$ cat config.mk
export PLATFORM = sky130hd
export DESIGN_NAME = vga_compositor_param_flat
export DESIGN_NICKNAME = d
export VERILOG_FILES = /design/src/rtl/vga_compositor_param_if.sv /design/src/rtl/vga_compositor_param.sv /design/src/flat_wrapper.sv
export SDC_FILE = /design/constraint.sdc
export NUM_CORES = 1
export LEC_CHECK = 0
export ABC_AREA = 0
export CORE_MARGIN = 4
export CORE_UTILIZATION = 40
export DETAILED_ROUTE_END_ITERATION = 10
export GPL_TIMING_DRIVEN = 0
export SKIP_LAST_GASP = 1
export SYNTH_ARGS = -nofsm -noshare
export SYNTH_HDL_FRONTEND = slang
export SYNTH_SLANG_ARGS = --single-unit
$ cat constraint.sdc
create_clock -name clock -period 4.71 [get_ports clock]
set_clock_uncertainty 0.1 [all_clocks]
set_input_delay 0.942 -clock clock [delete_from_list [all_inputs] [get_ports clock]]
set_output_delay 0.942 -clock clock [all_outputs]
set_load 0.02 [all_outputs]
$ cat src/rtl/vga_compositor_param_if.sv
// PicoBlaze output-port bus carrying register writes into the VGA compositor.
interface vga_compositor_param_if;
   logic [7:0] port_id;
   logic [7:0] in_dato;
   logic       write_strobe;

   modport master (output port_id, output in_dato, output write_strobe);
   modport slave  (input  port_id, input  in_dato, input  write_strobe);
endinterface

$ cat src/rtl/vga_compositor_param.sv
// VGA timing generator with a priority-ordered layer compositor and PicoBlaze control registers.
// Optional macro VGA_COMP_FRAME_SYNC_EN: layer_en/blink_sel/blink_rate are shadowed and applied at frame start.
module vga_compositor_param #(
   parameter int         NUM_LAYERS = 6,
   parameter int         RGB_W      = 8,
   parameter int         CLK_DIV    = 4,
   parameter int         H_VIS      = 640,
   parameter int         H_FP       = 16,
   parameter int         H_SYNC     = 96,
   parameter int         H_BP       = 48,
   parameter int         V_VIS      = 480,
   parameter int         V_FP       = 10,
   parameter int         V_SYNC     = 2,
   parameter int         V_BP       = 33,
   parameter int         BLINK_SLOW = 24999999,
   parameter int         BLINK_FAST = 16666666,
   parameter logic [7:0] PORT_BASE  = 8'h40
) (
   input  logic                        clock,
   input  logic                        reset,
   vga_compositor_param_if.slave       pb,
   input  logic [NUM_LAYERS-1:0]       layer_on,
   input  logic [NUM_LAYERS*RGB_W-1:0] layer_rgb,
   output logic [9:0]                  pixel_x,
   output logic [9:0]                  pixel_y,
   output logic                        pixel_tick,
   output logic                        video_on,
   output logic                        frame_start,
   output logic                        hsync,
   output logic                        vsync,
   output logic [RGB_W-1:0]            RGB
);
   localparam int DIV_W = (CLK_DIV > 1) ? $clog2(CLK_DIV) : 1;
   localparam int BS_W  = (BLINK_SLOW > 0) ? $clog2(BLINK_SLOW + 1) : 1;
   localparam int BF_W  = (BLINK_FAST > 0) ? $clog2(BLINK_FAST + 1) : 1;
   localparam int BG_W  = (RGB_W < 8) ? RGB_W : 8;

   localparam logic [DIV_W-1:0] DIV_LAST  = DIV_W'(CLK_DIV - 1);
   localparam logic [BS_W-1:0]  SLOW_LAST = BS_W'(BLINK_SLOW);
   localparam logic [BF_W-1:0]  FAST_LAST = BF_W'(BLINK_FAST);
   localparam logic [9:0]       H_LAST    = 10'(H_VIS + H_FP + H_SYNC + H_BP - 1);
   localparam logic [9:0]       V_LAST    = 10'(V_VIS + V_FP + V_SYNC + V_BP - 1);
   localparam logic [9:0]       H_VIS_L   = 10'(H_VIS);
   localparam logic [9:0]       V_VIS_L   = 10'(V_VIS);
   localparam logic [9:0]       HS_START  = 10'(H_VIS + H_FP);
   localparam logic [9:0]       HS_END    = 10'(H_VIS + H_FP + H_SYNC);
   localparam logic [9:0]       VS_START  = 10'(V_VIS + V_FP);
   localparam logic [9:0]       VS_END    = 10'(V_VIS + V_FP + V_SYNC);
   localparam logic [7:0]       A_EN      = PORT_BASE;
   localparam logic [7:0]       A_SEL     = PORT_BASE + 8'd1;
   localparam logic [7:0]       A_RATE    = PORT_BASE + 8'd2;
   localparam logic [7:0]       A_BG      = PORT_BASE + 8'd3;

   logic [DIV_W-1:0]      div_q, div_d;
   logic [9:0]            x_q, x_d, y_q, y_d;
   logic [NUM_LAYERS-1:0] en_q, sel_q, rate_q;
   logic [BG_W-1:0]       bg_q;
   logic [BS_W-1:0]       slow_cnt_q;
   logic [BF_W-1:0]       fast_cnt_q;
   logic                  blink_slow_q, blink_fast_q;
   logic [NUM_LAYERS-1:0] use_en, use_sel, use_rate, blink_vec, eligible;
   logic [RGB_W-1:0]      bg_rgb, rgb_d, rgb_q;
   logic                  hs_raw, vs_raw, hs_q, vs_q;

   // Stage 0: pixel strobe and raster position
   assign pixel_tick  = (div_q == DIV_LAST);
   assign frame_start = pixel_tick && (x_q == 10'd0) && (y_q == 10'd0);
   assign video_on    = (x_q < H_VIS_L) && (y_q < V_VIS_L);
   assign hs_raw      = !((x_q >= HS_START) && (x_q < HS_END));
   assign vs_raw      = !((y_q >= VS_START) && (y_q < VS_END));

   always_comb begin
      div_d = pixel_tick ? '0 : div_q + DIV_W'(1);
      x_d   = x_q;
      y_d   = y_q;
      if (pixel_tick) begin
         if (x_q == H_LAST) begin
            x_d = '0;
            y_d = (y_q == V_LAST) ? 10'd0 : y_q + 10'd1;
         end else begin
            x_d = x_q + 10'd1;
         end
      end
   end

   always_ff @(posedge clock or posedge reset) begin
      if (reset) begin
         div_q <= '0;
         x_q   <= '0;
         y_q   <= '0;
      end else begin
         div_q <= div_d;
         x_q   <= x_d;
         y_q   <= y_d;
      end
   end

   // Register bits above NUM_LAYERS (or above RGB_W for the background) are simply not stored.
   always_ff @(posedge clock or posedge reset) begin
      if (reset) begin
         en_q   <= '1;
         sel_q  <= '0;
         rate_q <= '0;
         bg_q   <= '0;
      end else if (pb.write_strobe) begin
         if (pb.port_id == A_EN)   en_q   <= pb.in_dato[NUM_LAYERS-1:0];
         if (pb.port_id == A_SEL)  sel_q  <= pb.in_dato[NUM_LAYERS-1:0];
         if (pb.port_id == A_RATE) rate_q <= pb.in_dato[NUM_LAYERS-1:0];
         if (pb.port_id == A_BG)   bg_q   <= pb.in_dato[BG_W-1:0];
      end
   end

   always_ff @(posedge clock or posedge reset) begin
      if (reset) begin
         slow_cnt_q   <= '0;
         fast_cnt_q   <= '0;
         blink_slow_q <= 1'b0;
         blink_fast_q <= 1'b0;
      end else begin
         if (slow_cnt_q == SLOW_LAST) begin
            slow_cnt_q   <= '0;
            blink_slow_q <= ~blink_slow_q;
         end else begin
            slow_cnt_q <= slow_cnt_q + BS_W'(1);
         end
         if (fast_cnt_q == FAST_LAST) begin
            fast_cnt_q   <= '0;
            blink_fast_q <= ~blink_fast_q;
         end else begin
            fast_cnt_q <= fast_cnt_q + BF_W'(1);
         end
      end
   end

`ifdef VGA_COMP_FRAME_SYNC_EN
   logic [NUM_LAYERS-1:0] en_sh_q, sel_sh_q, rate_sh_q;

   // Loading on the frame_start edge captures the pre-write value of a coincident write.
   always_ff @(posedge clock or posedge reset) begin
      if (reset) begin
         en_sh_q   <= '1;
         sel_sh_q  <= '0;
         rate_sh_q <= '0;
      end else if (frame_start) begin
         en_sh_q   <= en_q;
         sel_sh_q  <= sel_q;
         rate_sh_q <= rate_q;
      end
   end

   assign use_en   = en_sh_q;
   assign use_sel  = sel_sh_q;
   assign use_rate = rate_sh_q;
`else
   assign use_en   = en_q;
   assign use_sel  = sel_q;
   assign use_rate = rate_q;
`endif

   assign blink_vec = (use_rate & {NUM_LAYERS{blink_fast_q}}) | (~use_rate & {NUM_LAYERS{blink_slow_q}});
   assign eligible  = layer_on & use_en & (~use_sel | blink_vec);
   assign bg_rgb    = RGB_W'(bg_q);

   // Descending scan so the lowest-index eligible layer wins.
   always_comb begin
      rgb_d = bg_rgb;
      for (int k = NUM_LAYERS - 1; k >= 0; k--) begin
         if (eligible[k]) rgb_d = layer_rgb[k*RGB_W +: RGB_W];
      end
      if (!video_on) rgb_d = '0;
   end

   // Stage 1: colour and syncs registered together to stay aligned
   always_ff @(posedge clock or posedge reset) begin
      if (reset) begin
         rgb_q <= '0;
         hs_q  <= 1'b1;
         vs_q  <= 1'b1;
      end else if (pixel_tick) begin
         rgb_q <= rgb_d;
         hs_q  <= hs_raw;
         vs_q  <= vs_raw;
      end
   end

   assign pixel_x = x_q;
   assign pixel_y = y_q;
   assign hsync   = hs_q;
   assign vsync   = vs_q;
   assign RGB     = rgb_q;
endmodule

$ cat src/flat_wrapper.sv
// flat-port wrapper written by rule: the top's interface ports become plain ports
module vga_compositor_param_flat 
#(
   parameter int         NUM_LAYERS = 6,
   parameter int         RGB_W      = 8,
   parameter int         CLK_DIV    = 4,
   parameter int         H_VIS      = 640,
   parameter int         H_FP       = 16,
   parameter int         H_SYNC     = 96,
   parameter int         H_BP       = 48,
   parameter int         V_VIS      = 480,
   parameter int         V_FP       = 10,
   parameter int         V_SYNC     = 2,
   parameter int         V_BP       = 33,
   parameter int         BLINK_SLOW = 24999999,
   parameter int         BLINK_FAST = 16666666,
   parameter logic [7:0] PORT_BASE  = 8'h40
)
  (clock, reset, layer_on, layer_rgb, pixel_x, pixel_y, pixel_tick, video_on, frame_start, hsync, vsync, RGB, pb_port_id, pb_in_dato, pb_write_strobe);
  vga_compositor_param_if pb_i ();
  input  logic clock;
  input  logic reset;
  input  logic [NUM_LAYERS-1:0] layer_on;
  input  logic [NUM_LAYERS*RGB_W-1:0] layer_rgb;
  output logic [9:0] pixel_x;
  output logic [9:0] pixel_y;
  output logic pixel_tick;
  output logic video_on;
  output logic frame_start;
  output logic hsync;
  output logic vsync;
  output logic [RGB_W-1:0] RGB;
  input wire logic [$bits(pb_i.port_id)-1:0] pb_port_id;
  input wire logic [$bits(pb_i.in_dato)-1:0] pb_in_dato;
  input wire logic [$bits(pb_i.write_strobe)-1:0] pb_write_strobe;
  assign pb_i.port_id = pb_port_id;
  assign pb_i.in_dato = pb_in_dato;
  assign pb_i.write_strobe = pb_write_strobe;
  vga_compositor_param #(.NUM_LAYERS(NUM_LAYERS), .RGB_W(RGB_W), .CLK_DIV(CLK_DIV), .H_VIS(H_VIS), .H_FP(H_FP), .H_SYNC(H_SYNC), .H_BP(H_BP), .V_VIS(V_VIS), .V_FP(V_FP), .V_SYNC(V_SYNC), .V_BP(V_BP), .BLINK_SLOW(BLINK_SLOW), .BLINK_FAST(BLINK_FAST), .PORT_BASE(PORT_BASE)) u_core (.clock(clock), .reset(reset), .pb(pb_i), .layer_on(layer_on), .layer_rgb(layer_rgb), .pixel_x(pixel_x), .pixel_y(pixel_y), .pixel_tick(pixel_tick), .video_on(video_on), .frame_start(frame_start), .hsync(hsync), .vsync(vsync), .RGB(RGB));
endmodule
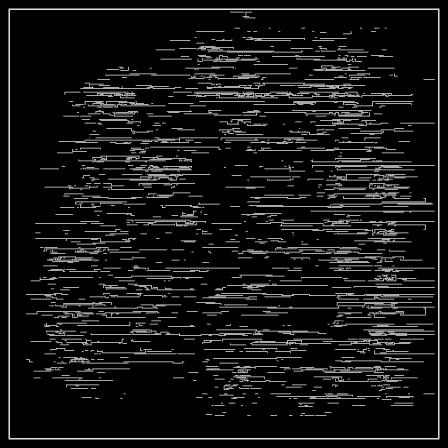
(metal 1)
- longest straight run: 36.8 µm
- nets with wire on the layer: 676

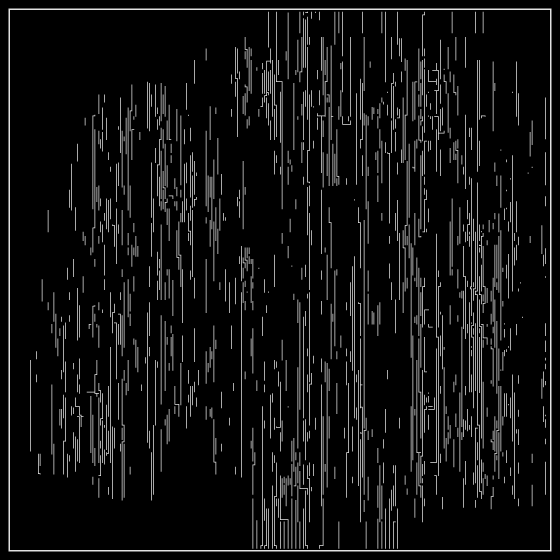
(signal wires on met2)
- longest straight run: 49.0 µm
- main direction: vertical
- wire length on this layer: 6230 µm
- share of all routed wire: 46%
- nets with wire on the layer: 645

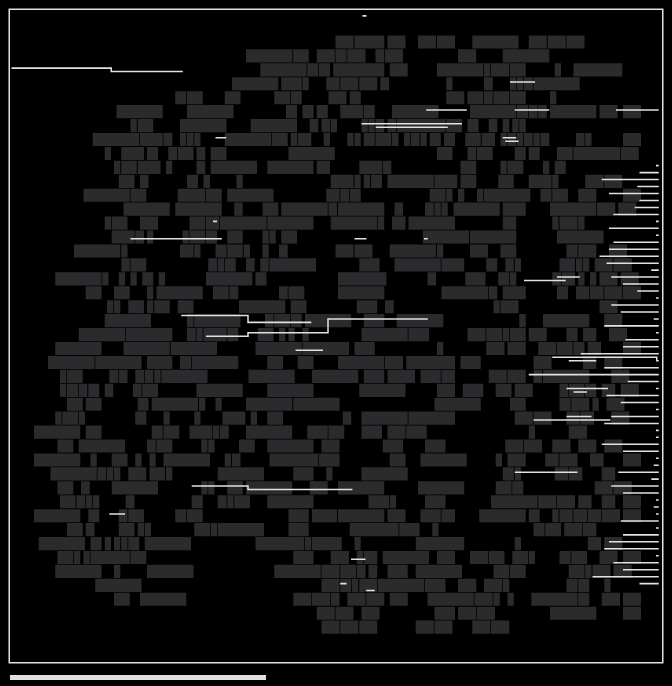
(signal wires on met3)
Scale bar: 50 µm.
- longest straight run: 25.1 µm
- share of all routed wire: 5.0%
- main direction: horizontal
- wire length on this layer: 674 µm

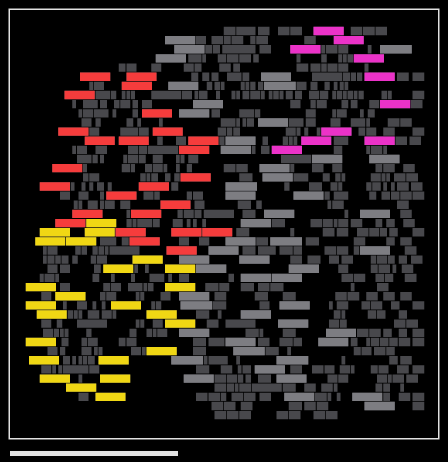
(sequential cells coloured by netlist name)
Scale bar: 50 µm. Other sequential cells in the stronger grey, the rest of the logic in the fainter grey.
- red: u_core.slow_cnt_q (placed flops 25)
- magenta: u_core.pixel_x (placed flops 10; where top right)
- yellow: u_core.fast_cnt_q (placed flops 24)
- not coloured: 50

-- layout make-up --
class                      count  area, µm²
fill                        1231       6650
multi-input combinational    414       2830
sequential                   109       2740
timing repair buffer         106       1080
clock buffer                  10        239
tap                          180        225
buffer                        15       77.6
inverter                      12       47.5
clock inverter                 6       45.0
-- worst paths after layout --
check | startpoint | to | slack, ns | cells past startpoint
min in group asynchronous | reset | u_core.pixel_x[9] | 0.93 | 2
max in group asynchronous | reset | u_core.en_q[5] | 2.83 | 3
setup reg to reg | u_core.blink_slow_q | u_core.RGB[2] | 2.58 | 6
hold reg to reg | u_core.div_q[0] | u_core.div_q[0] | 0.33 | 1
setup / recovery | u_core.div_q[0] | frame_start | 0.96 | 6
hold / removal | u_core.div_q[0] | u_core.div_q[0] | 0.33 | 1
-- report_power, final --
group	switching [mW]	internal [mW]	leakage [nW]
sequential	0.00861	0.952	1.45
combinational	0.0609	0.0900	1.41
clock	0.352	0.378	0.144
-- cell families (layout without fill, tap and decap cells) --
kind of cell | count (synthesis) | after routing | synth area share
AND-OR/OR-AND | 64 | 64 | 0.0820
multiplexers | 41 | 41 | 0.0796
flip-flops | 109 | 109 | 0.481
AND/OR/NAND/NOR | 245 | 245 | 0.231
XOR/XNOR | 55 | 55 | 0.0846
buffers and inverters | 27 | 149 | 0.0215
adder cells (fa/ha/maj) | 9 | 9 | 0.0198
-- metrics by stage --
step / setup TNS, ns / worst slack [ns] / total power [mW]
3_3_place_gp: -87.44 / -0.872 / 1.13
6_report: 0 / 0.957 / 1.84
5_1_grt: 0 / 0.751 / 1.93
2_1_floorplan: 0 / 0.807 / 1.04
4_1_cts: 0 / 0.922 / 1.88
3_5_place_dp: 0 / 1.32 / 1.13
-- registers in the layout, indices dropped and copies added, names as in the netlist, 2 cells and up --
name and cells:
u_core.RGB 8, u_core.bg_q 8, u_core.div_q 2, u_core.en_q 6, u_core.fast_cnt_q 24, u_core.pixel_x 10
u_core.pixel_y 10, u_core.rate_q 6, u_core.sel_q 6, u_core.slow_cnt_q 25
-- routing by layer --
layer  share of wire  track usage  up-vias  routed length [µm]
met5               0            0        -                   0
li1                -            -     2214                   -
met1            0.48        0.236     2199                6440
met3           0.050       0.0393       11                 674
met2            0.46        0.272      116                6230
met4           0.012       0.0549        0                 167
-- critical path, stage by stage (launching register included) --
cell	delay, ns
dfrtp_1	0.35
ha_1	0.27
clkbuf_1	0.39
nor4b_1	0.39
nand4_1	0.17
nor3_1	0.16
clkdlybuf4s50_1	0.63
-- cell usage in the layout, fill, tap and decap left out, drive strengths merged, types with 14 or more instances in the layout --
cell	count
nor2	73
nand4	21
and3	14
nand3	28
clkbuf	18
xor2	27
xnor2	28
nand2	44
nor3	14
inv	15
dfrtp	101
mux2	28
clkdlybuf4s50	105
==> impl_metrics.json <==
{
  "drv_slew": 0,
  "htree_num_levels": 3,
  "syn_area_um2": 5690,
  "syn_inst": 550,
  "clk_pin_slew_ns": 0.07,
  "dr.pass1.iters": 4,
  "cp-start-kind": "register",
  "syn_nets": 632,
  "postSynth.asyncResetShare": 1.00,
  "hold_viol": 0,
  "drt_iter0_drc": 263,
  "ys.flop_type": "dfrtp_1",
  "fp.dieH_um": 127,
  "common_cells": "dfrtp_1, nor2_1, nand2_1",
  "stdcell_count": 852,
  "timing.final.crit_share": 0.797,
  "numSynthFlops": 109,
  "num_vias": 4540,
  "cts_max_path_buffers": 2,
  "grt_pass1_wl_um": 22700,
  "die_x_um": 127,
  "wire_per_inst_um": 15.8,
  "post_cts_buffers": 0,
  "rsz0062_at_grt": "no",
  "drv_cap": 0,
  "synth-edff-count": 0,
  "routed_via_density": 5.33,
  "status": "finished clean",
  "cts_hold_buf": 0,
  "top_cells_by_area": "dfrtp_1, mux2_2, nor2_1, xnor2_1, xor2_1",
  "ctsRootBufferMaster": "clkbuf_16",
  "fin_util": 0.523,
  "yosysTopAreaCell": "dfrtp_1",
  "critPathRequiredTime_ns": 3.67,
  "nets": 749,
  "antenna_found_initial": 0,
  "top_cell": "dfrtp_1",
  "clkLatencyLatePin_ns": 0.35,
  "p_per_area_nw_per_um2": 253
}
Power is estimated from default activity; no workload was simulated.
